==> config.mk <==
export PLATFORM = sky130hd
export DESIGN_NAME = seg_scan_ctrl
export DESIGN_NICKNAME = d
export VERILOG_FILES = /design/src/rtl/seg_pkg.sv /design/src/rtl/seg7_decode.sv /design/src/rtl/seg_scan_ctrl.sv
export SDC_FILE = /design/constraint.sdc
export NUM_CORES = 1
export LEC_CHECK = 0
export ABC_CLOCK_PERIOD_IN_PS = 3500
export CORE_MARGIN = 3
export CORE_UTILIZATION = 32
export CTS_CLUSTER_DIAMETER = 80
export DETAILED_ROUTE_END_ITERATION = 16
export GPL_TIMING_DRIVEN = 1
export PLACE_DENSITY_LB_ADDON = 0.08
export SKIP_CTS_REPAIR_TIMING = 1
export SLEW_MARGIN = 30
export SYNTH_ARGS = -nofsm -noshare
export SYNTH_HDL_FRONTEND = slang
export SYNTH_SLANG_ARGS = --single-unit
==> constraint.sdc <==
create_clock -name clk -period 3.5 [get_ports clk]
set_clock_uncertainty 0.15 [all_clocks]
set_input_delay 0.525 -clock clk [delete_from_list [all_inputs] [get_ports clk]]
set_output_delay 0.525 -clock clk [all_outputs]
set_load 0.02 [all_outputs]
==> src/rtl/seg_pkg.sv <==
// Shared types and constants for the seven-segment scan controller.
// Holds the scan FSM state encoding and the hex-to-segment code table.
package seg_pkg;

    typedef enum logic [1:0] {
        IDLE  = 2'd0,
        SHOW  = 2'd1,
        GUARD = 2'd2
    } state_t;

    // Bit order is {g,f,e,d,c,b,a}.
    localparam logic [6:0] SEG_CODES [16] = '{
        7'h3F, 7'h06, 7'h5B, 7'h4F, 7'h66, 7'h6D, 7'h7D, 7'h07,
        7'h7F, 7'h6F, 7'h77, 7'h7C, 7'h39, 7'h5E, 7'h79, 7'h71
    };

endpackage

==> src/rtl/seg7_decode.sv <==
// Hex nibble to active-high seven-segment pattern.
// Purely combinational, no handshake.
module seg7_decode
    import seg_pkg::*;
(
    input  logic [3:0] din,
    output logic [6:0] seg
);

    assign seg = SEG_CODES[din];

endmodule

==> src/rtl/seg_scan_ctrl.sv <==
// Multiplexed seven-segment scanner with a per-digit value store; SEG_SCAN_DP_EN adds per-digit dp bits.
// Latency: outputs registered, a write shows on SEG_DATA one edge after it is stored.
// Backpressure: none, writes are always taken; out-of-range writes pulse wr_err for one cycle.
module seg_scan_ctrl
    import seg_pkg::*;
#(
    parameter int NUM_DIGITS   = 5,
    parameter int SCAN_DIV     = 50000,
    parameter int GUARD_CYCLES = 2
) (
    input  logic                  clk,
    input  logic                  rst_n,
    input  logic                  scan_en,
    input  logic                  wr_valid,
    input  logic [2:0]            wr_addr,
    input  logic [3:0]            wr_data,
    output logic                  wr_err,
    output logic [NUM_DIGITS-1:0] SEG_SEL,
    output logic [7:0]            SEG_DATA
);

    localparam int MAXC = (SCAN_DIV > GUARD_CYCLES) ? SCAN_DIV : GUARD_CYCLES;
    localparam int CW   = $clog2(MAXC + 1);
    localparam int IW   = (NUM_DIGITS > 1) ? $clog2(NUM_DIGITS) : 1;

    localparam logic [CW-1:0] SHOW_LAST  = CW'(SCAN_DIV - 1);
    localparam logic [CW-1:0] GUARD_LAST = CW'((GUARD_CYCLES > 0) ? GUARD_CYCLES - 1 : 0);
    localparam logic [IW-1:0] IDX_LAST   = IW'(NUM_DIGITS - 1);

    state_t                     state_q, state_d;
    logic [IW-1:0]              idx_q, idx_d, idx_nxt;
    logic [CW-1:0]              cnt_q, cnt_d;
    logic [NUM_DIGITS-1:0][3:0] val_q, val_d;
    logic                       wr_err_q, wr_err_d;
    logic [NUM_DIGITS-1:0]      sel_q, sel_d;
    logic [7:0]                 data_q, data_d;
    logic [3:0]                 cur_val;
    logic                       cur_dp;
    logic [6:0]                 cur_seg;

`ifdef SEG_SCAN_DP_EN
    logic [NUM_DIGITS-1:0]      dp_q, dp_d;
`endif

    assign idx_nxt = (idx_q == IDX_LAST) ? '0 : idx_q + 1'b1;

    always_comb begin
        state_d = state_q;
        idx_d   = idx_q;
        cnt_d   = cnt_q;
        if (!scan_en) begin
            state_d = IDLE;
            idx_d   = '0;
            cnt_d   = '0;
        end else begin
            case (state_q)
                IDLE: begin
                    state_d = SHOW;
                    idx_d   = '0;
                    cnt_d   = '0;
                end
                SHOW: begin
                    if (cnt_q == SHOW_LAST) begin
                        cnt_d = '0;
                        if (GUARD_CYCLES == 0) begin
                            idx_d = idx_nxt;
                        end else begin
                            state_d = GUARD;
                        end
                    end else begin
                        cnt_d = cnt_q + 1'b1;
                    end
                end
                GUARD: begin
                    if (cnt_q == GUARD_LAST) begin
                        state_d = SHOW;
                        cnt_d   = '0;
                        idx_d   = idx_nxt;
                    end else begin
                        cnt_d = cnt_q + 1'b1;
                    end
                end
                default: begin
                    state_d = IDLE;
                    idx_d   = '0;
                    cnt_d   = '0;
                end
            endcase
        end
    end

    always_comb begin
        val_d    = val_q;
        wr_err_d = 1'b0;
`ifdef SEG_SCAN_DP_EN
        dp_d     = dp_q;
`endif
        if (wr_valid) begin
            wr_err_d = (int'(wr_addr) >= NUM_DIGITS);
            for (int i = 0; i < NUM_DIGITS; i++) begin
                if (wr_addr == 3'(i)) begin
`ifdef SEG_SCAN_DP_EN
                    val_d[i] = {1'b0, wr_data[2:0]};
                    dp_d[i]  = wr_data[3];
`else
                    val_d[i] = wr_data;
`endif
                end
            end
        end
    end

    // Select from the next index so the registered data lines up with the registered select.
    always_comb begin
        cur_val = '0;
        for (int i = 0; i < NUM_DIGITS; i++) begin
            if (idx_d == IW'(i)) begin
                cur_val = val_q[i];
            end
        end
    end

`ifdef SEG_SCAN_DP_EN
    always_comb begin
        cur_dp = 1'b0;
        for (int i = 0; i < NUM_DIGITS; i++) begin
            if (idx_d == IW'(i)) begin
                cur_dp = dp_q[i];
            end
        end
    end
`else
    assign cur_dp = 1'b0;
`endif

    seg7_decode u_dec (
        .din (cur_val),
        .seg (cur_seg)
    );

    always_comb begin
        sel_d  = '0;
        data_d = '0;
        if (state_d == SHOW) begin
            for (int i = 0; i < NUM_DIGITS; i++) begin
                sel_d[i] = (idx_d == IW'(i));
            end
            data_d = {cur_dp, cur_seg};
        end
    end

    always_ff @(posedge clk or negedge rst_n) begin
        if (!rst_n) begin
            state_q  <= IDLE;
            idx_q    <= '0;
            cnt_q    <= '0;
            val_q    <= '0;
            wr_err_q <= 1'b0;
            sel_q    <= '0;
            data_q   <= '0;
`ifdef SEG_SCAN_DP_EN
            dp_q     <= '0;
`endif
        end else begin
            state_q  <= state_d;
            idx_q    <= idx_d;
            cnt_q    <= cnt_d;
            val_q    <= val_d;
            wr_err_q <= wr_err_d;
            sel_q    <= sel_d;
            data_q   <= data_d;
`ifdef SEG_SCAN_DP_EN
            dp_q     <= dp_d;
`endif
        end
    end

    assign wr_err   = wr_err_q;
    assign SEG_SEL  = sel_q;
    assign SEG_DATA = data_q;

endmodule

==> run_1/wire_density.png <==
(4 px per um) The die is cut into 21 by 21 equal tiles; dark purple is low, yellow is high, scaled to the fullest tile. Values are wire area over tile area, all layers added.
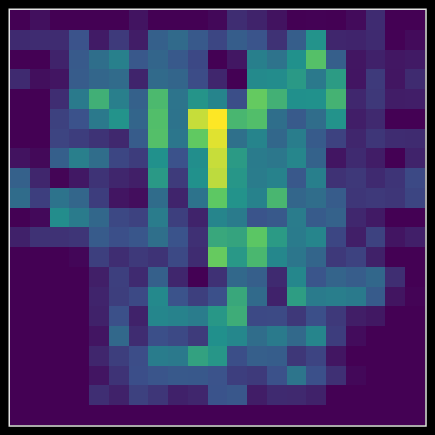
densest ninth of the die: middle
mean over tiles: 0.099
nearly empty tiles: 24%
tiles over half the peak: 9.8%
fullest tile: 0.46

==> run_1/final_placement.png <==
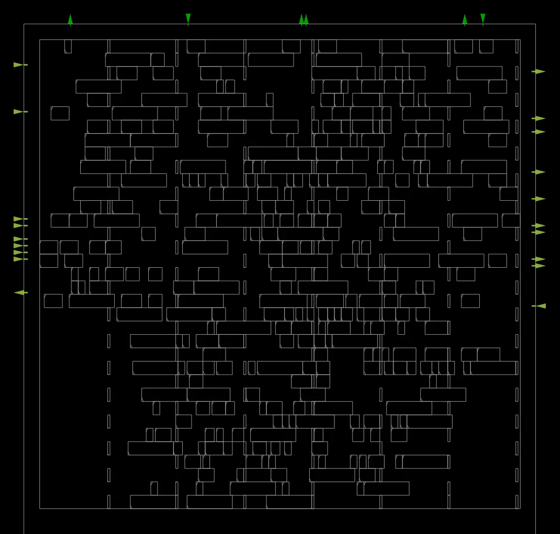
cell row count: 35
registers: 54
Tap Count: 129

==> run_1/pdn.png <==
(4 px per um) Pins as bars on the die edge.
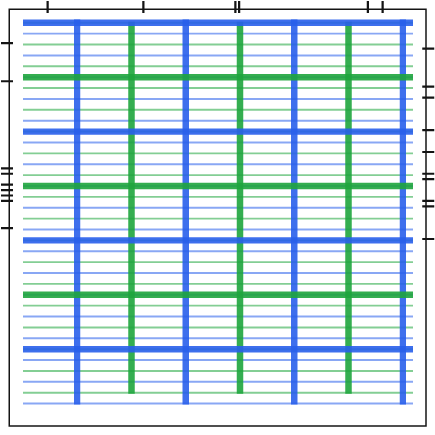
[blue] VSS
[green] VDD
rows: 35
signal pins: 25
IR drop worst, VDD: 0.000230 V
Vert. Die Dim: 104 um
core area: 0.00928 sq mm
die width: 104 um

==> out/qor.yml, run 1 <==
run_status:
  status: "finished, final reports clean"
final_timing:
  clock.fmax_mhz: 302
  finalSetupViolCount: 0
  hold_viol: 0
  slew_headroom: 0.474
  timing.hold.ws_ns: 0.0351
  period_minus_slack_ns: 3.31
worst_setup_path:
  critPathKind: "flip-flop to flip-flop"
  cp_max_fo: 5
  worstSetupEndpointType: "flip-flop"
  slowest_delay_ns: 0.42
routing:
  avgViaCountPerCell: 4.76
  routed_wl_um: 6980
job:
  tool_warnings: 36
power_and_ir_drop:
  switchingPower_mw: 0.458
  p_leak_nw: 1.57
  swShare: 0.296
  comb_power_share: 0.239
  pwr_density_cell_mw_per_mm2: 405
  power_frac_clock: 0.286
synth:
  fp_nets: 306
  edf_count: 0
  synth.distinct_cells: 68
  topCellsByArea: "dfrtp_1 (44%), mux2_2 (7.4%), ha_1 (5.7%), nor2_1 (3.9%), nand2_1 (2.5%)"
  synth.cell_area_sq_mm: 0.00306
  top_area_cell: "dfrtp_1"
  ys_warn_count: 0
cts:
  clk_pin_slew_ns: 0.11
  clock_sinks: 54
  cts_made_buffers: 5
  cts_max_path_buffers: 2
placement:
  io_buffers: 23
cells_and_area:
  areaGrowthSynthToFinish_pct: 24.8
  final_cell_area_sq_mm: 0.00382
  antenna_cells: 0
  comb_area_sq_mm: 0.00167
  layout_top_cell: "dfrtp_1"
  num-fill-cells: 950
global_route:
  overflow: 0
  grt_max_degree: 45
floorplanning:
  ioPinCount: 25
## run 1: logic make-up after synthesis
| kind of cell | Yosys count | share of synthesized area |
|---|---|---|
| AND-OR/OR-AND | 50 | 0.143 |
| multiplexers | 28 | 0.101 |
| flip-flops | 54 | 0.441 |
| XOR/XNOR | 14 | 0.0400 |
| AND/OR/NAND/NOR | 98 | 0.176 |
| other | 1 | 0.00122 |
| buffers and inverters | 22 | 0.0400 |
| adder cells (fa/ha/maj) | 14 | 0.0572 |
## run 1: critical path, delay by kind of cell (launching register included)
kind                     cells  cell delay [ns]
AND-OR/OR-AND                5             1.39
adder cells (fa/ha/maj)      2             0.45
AND/OR/NAND/NOR              3             0.32
flip-flops                   1             0.38
buffers and inverters        4             0.53
## run 1: cell usage after synthesis, drive strengths merged (5+ instances only)
library cell and instances:
nand3 11, ha 14, xnor2 6, mux2i 7, xor2 8, inv 13
o21ai 14, nand2 21, mux2 21, nor2 33, dfrtp 54, a221oi 5
nor3 9
## run 1: layer usage
layer / vias to the layer above / track usage / wire (um)
met1: 1061 / 0.202 / 3740
met2: 30 / 0.183 / 2970
met5: - / 0 / 0
li1: 1116 / - / -
met3: 6 / 0.0255 / 180
met4: 0 / 0.0389 / 87
## run 1: worst paths after layout
check	startpoint	endpoint	slack [ns]	cells after the start
max in group asynchronous	rst_n	val_q[12]$_DFFE_PN0P_	2.64	2
max	cnt_q[1]$_DFF_PN0_	SEG_DATA[3]$_DFF_PN0_	0.19	14
min	rst_n	SEG_DATA[4]$_DFF_PN0_	0.04	1
max reg2reg	cnt_q[1]$_DFF_PN0_	SEG_DATA[3]$_DFF_PN0_	0.19	14
min reg2reg	cnt_q[0]$_DFF_PN0_	cnt_q[0]$_DFF_PN0_	0.35	1
min in group clk	cnt_q[0]$_DFF_PN0_	cnt_q[0]$_DFF_PN0_	0.35	1
## run 1: power by group through the flow
stage	logic (mW)	registers, mW	clock network [mW]
after floorplan	0.206	0.752	0
after global placement	0.346	0.748	0
after detailed placement	0.345	0.748	0
after CTS	0.346	0.735	0.464
after global routing	0.407	0.742	0.483
final	0.370	0.735	0.442
## run 1: final cells by class
type,count,area share
multi-input cells,205,0.437
flip-flops and latches,54,0.354
repair buffers,55,0.124
well taps,129,0.0422
clock buffers,5,0.0180
inverters,14,0.0137
clock inverters,3,0.0115
## run 1: per-stage QoR
step	worst slack [ns]	power [mW]	setup TNS, ns
final	0.188	1.55	0
after global routing	-0.0157	1.63	-0.0273
after CTS	0.00483	1.54	0
after detailed placement	0.0205	1.09	0
after global placement	0.0386	1.09	0
after floorplan	0.0708	0.958	0
## run 1: flip-flops by register name, indices dropped and copies added (netlist names)
name      flops
SEG_DATA      7
SEG_SEL       5
cnt_q        16
idx_q         3
state_q       2
val_q        20
wr_err        1
==> run_1/zoom.png <==
Window x 27 to 77, y 48 to 98 um. Cells in grey, sequential cells in the stronger grey; small squares are vias.
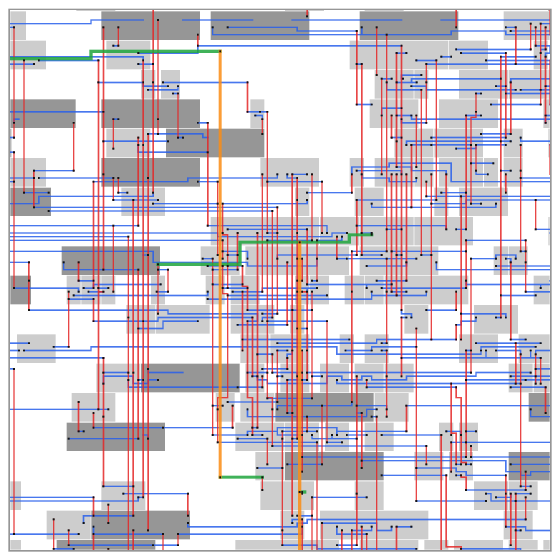

==> run 2: changes to the inputs <==
--- a/config.mk
+++ b/config.mk
@@ -7,7 +7,7 @@
 export LEC_CHECK = 0
 export ABC_CLOCK_PERIOD_IN_PS = 3500
 export CORE_MARGIN = 3
-export CORE_UTILIZATION = 32
+export CORE_UTILIZATION = 52
 export CTS_CLUSTER_DIAMETER = 80
 export DETAILED_ROUTE_END_ITERATION = 16
 export GPL_TIMING_DRIVEN = 1
==> run_2/zoom.png <==
Window x 16 to 66, y 33 to 83 um. Cells in grey, sequential cells in the stronger grey; small squares are vias.
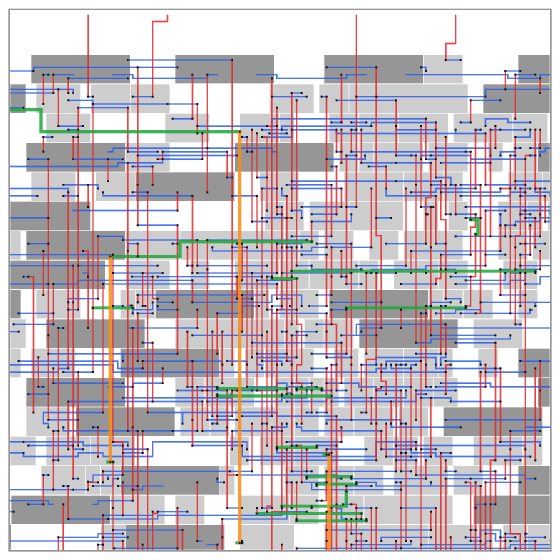
[orange] met4
[red] met2
[green] met3
[blue] met1
most frequent: dfrtp_1 (22), buf_4 (16), mux2_2 (15)
sequential cells in the window: 22
cells with their middle in the window: 151
netlist names of flops here include: val_q (15), SEG_DATA (3), idx_q (3)

==> run_2/wire_density.png <==
(4 px per um) The die is cut into 17 by 17 equal tiles; dark purple is low, yellow is high, scaled to the fullest tile. Values are wire area over tile area, all layers added.
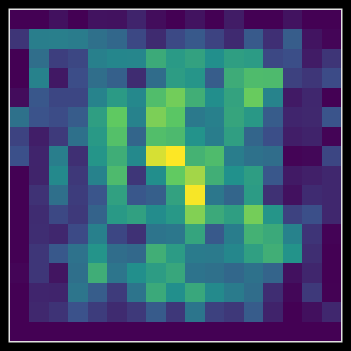
densest ninth of the die: middle
mean over tiles: 0.15
tiles over half the peak: 23%
emptiest ninth of the die: bottom left
fullest tile: 0.50

==> run 2 against run 1 <==
Synthesized cell count stayed put. Cell area is 3.2% lower. Total power shrank 2.6%. Non-clock buffer count fell by 2. Core utilization rose by 25 points. Worst hold slack worse by 0.0041 ns. Largest power group unchanged. Largest cell class unchanged. Clock power fell by 5.0%.
==> out/qor.yml, run 2 <==
final_timing:
  clock.fmax_mhz: 295  # -2.4%
  tns_ns: 0  # unchanged
  slew_headroom: 0.508  # +0.0339
  hold_viol: 0  # unchanged
  timing.hold.ws_ns: 0.0310  # -0.00405 ns
  period_minus_slack_ns: 3.39  # +0.0800 ns
  finalSetupViolCount: 0  # unchanged
synth:
  yosys_cells: 281
  fp_nets: 306  # unchanged
  synthSimpleGateAreaFrac: 0.176  # unchanged
  ys_warn_count: 0  # unchanged
  synth_cells: 281
  top_area_cell: "dfrtp_1"
  xor_share: 0.0400  # unchanged
  synth.cell_area_sq_mm: 0.00306  # unchanged
  async_flop_share: 1.00
  synth.distinct_cells: 68  # unchanged
  synth.area.mux_share: 0.101  # unchanged
  yosysMostFrequentCell: "dfrtp_1"
  ys_sh_aoi: 0.143  # unchanged
  synth_top_area_share: 0.441
  edf_count: 0  # unchanged
  topCombFamilyByArea: "simple AND/OR/NAND/NOR gates"
  yosys_area_sq_mm: 0.00306
  topCellsByArea: "dfrtp_1 (44%), mux2_2 (7.4%), ha_1 (5.7%), nor2_1 (3.9%), nand2_1 (2.5%)"
  common_cells: "dfrtp_1 (54), nor2_1 (32), mux2_2 (20), nand2_1 (20), ha_1 (14)"
  synthAdderAreaFrac: 0.0572  # unchanged
floorplanning:
  die_x_um: 82.8  # -20%
  core_area_sq_mm: 0.00561  # -40%
  die_area_sq_mm: 0.00685
  fp-row-count: 27  # -23%
  ioPinCount: 25  # unchanged
  die_y_um: 82.8  # -20%
power_and_ir_drop:
  p_leak_nw: 1.56  # -1.0%
  ir_worst_vdd_v: 0.000309  # +34%
  pwr_density_cell_mw_per_mm2: 407  # +0.63%
worst_setup_path:
  r2r_slack_ns: 0.11  # -0.08 ns
  worstSetupEndpointType: "flip-flop"
  critPathKind: "flip-flop to flip-flop"
  r2r-start: "cnt_q[1]$_DFF_PN0_"
  path_common_cell: "ha_1"
  path_buffers: 2  # -2
  slowest_delay_ns: 0.39  # -0.03 ns
  r2r_end: "SEG_DATA[3]$_DFF_PN0_"
  cp_max_fo: 5  # unchanged
  crit_family: "AND-OR/OR-AND gates"
  reg2reg_depth: 13  # -1
  crit_path_start_kind: "flip-flop"
routing:
  avgViaCountPerCell: 5.64  # +18%
  firstDrtPassIters: 4
  routed_wl_um: 6610  # -5.2%
  wl_per_cell_um: 16.3
cts:
  root_buffer: "clkbuf_8"
  worstSkewPairLatency_ns: 0.31
  clk_pin_slew_ns: 0.10  # about the same
  clock_sinks: 54  # unchanged
  cts_tree: "built"
  cts_max_path_buffers: 2  # unchanged
  cts_made_buffers: 5  # unchanged
global_route:
  grt_pass1_vias: 2066
  grt_max_degree: 32  # -29%
  overflow: 0  # unchanged
placement:
  io_buffers: 23  # unchanged
  place_congestion: 0.893
cells_and_area:
  layout_top_cell: "dfrtp_1"
  top_register: "val_q"
  num-fill-cells: 458  # -52%
  largest_reg_flops: 20  # unchanged
  areaGrowthSynthToFinish_pct: 20.8
  antenna_cells: 0  # unchanged
job:
  tool_warnings: 37  # +2.8%
run_status:
  status: "finished, final reports clean"
min_path:
  hp-class: "primary input to asynchronous set/reset pin"
## run 2: where the power goes
part           total, mW  switching [mW]  internal [mW]
logic              0.354           0.180          0.174
clock network      0.420           0.207          0.214
registers          0.733          0.0409          0.692
## run 2: stage by stage
step | area [sq um] | utilization | instances | setup slack, ns | total power, mW
floorplan | 3060 | - | 281 | 0.0708 | 0.958
global placement | 3460 | 0.617 | 388 | 0.0566 | 1.07
detailed placement | 3460 | 0.617 | 388 | -0.0671 | 1.08
CTS | 3570 | 0.636 | 396 | -0.136 | 1.51
global route | 3700 | 0.660 | 407 | -0.0562 | 1.59
finish | 3700 | 0.660 | 407 | 0.108 | 1.51
## run 2: area by class of cell
| cell class | instances | area (sq um) | area share |
|---|---|---|---|
| multi-input combinational | 205 | 1640 | 0.443 |
| sequential | 54 | 1350 | 0.365 |
| timing repair buffer | 53 | 450 | 0.122 |
| inverter | 14 | 52.6 | 0.0142 |
| tap | 72 | 90.1 | 0.0243 |
| timing repair inverter | 1 | 5.00 | 0.00135 |
| clock inverter | 2 | 37.5 | 0.0101 |
| clock buffer | 6 | 72.6 | 0.0196 |
## run 2: worst max path at each step
| stage | from | end | slack (ns) | depth (start not counted) |
|---|---|---|---|---|
| 2_1_floorplan | cnt_q[1]$_DFF_PN0_ | SEG_DATA[0]$_DFF_PN0_ | 0.07 | 15 |
| 6_report | cnt_q[1]$_DFF_PN0_ | SEG_DATA[3]$_DFF_PN0_ | 0.11 | 13 |
| 3_5_place_dp | cnt_q[1]$_DFF_PN0_ | SEG_DATA[3]$_DFF_PN0_ | -0.07 | 13 |
| 4_1_cts | cnt_q[1]$_DFF_PN0_ | SEG_DATA[0]$_DFF_PN0_ | -0.14 | 12 |
| 5_1_grt | cnt_q[0]$_DFF_PN0_ | SEG_DATA[0]$_DFF_PN0_ | -0.06 | 14 |
| 3_3_place_gp | cnt_q[1]$_DFF_PN0_ | SEG_DATA[0]$_DFF_PN0_ | 0.06 | 12 |
## run 2: layer usage
layer / vias to the layer above / share of wire / global-route usage
met5: - / 0 / 0
met4: 0 / 0.010 / 0.0490
met3: 6 / 0.040 / 0.0369
met2: 61 / 0.46 / 0.311
met1: 1110 / 0.49 / 0.297
li1: 1117 / - / -
## run 2: cell families (layout without fill, tap and decap cells)
logic type | after synthesis | after routing
DFF | 54 | 54
adders and majority gates | 14 | 14
buffers and inverters | 22 | 76
xor gates and xnor gates | 14 | 14
and+or+nand+nor | 98 | 98
muxes | 28 | 28
AOI/OAI and AO/OA | 50 | 50
other | 1 | 1
## run 2: worst register-to-register path, stage by stage, from the launching register on
cell and delay, ns:
dfrtp_1 0.39, inv_1 0.06, ha_1 0.14, nor4b_4 0.28, a41oi_2 0.23, a311oi_4 0.38
buf_4 0.20, a21o_2 0.16, a221oi_2 0.07, a221o_1 0.31, ha_1 0.33, nand2_1 0.07
o31a_2 0.28, a32o_1 0.24
Power and IR drop assume default switching activity.
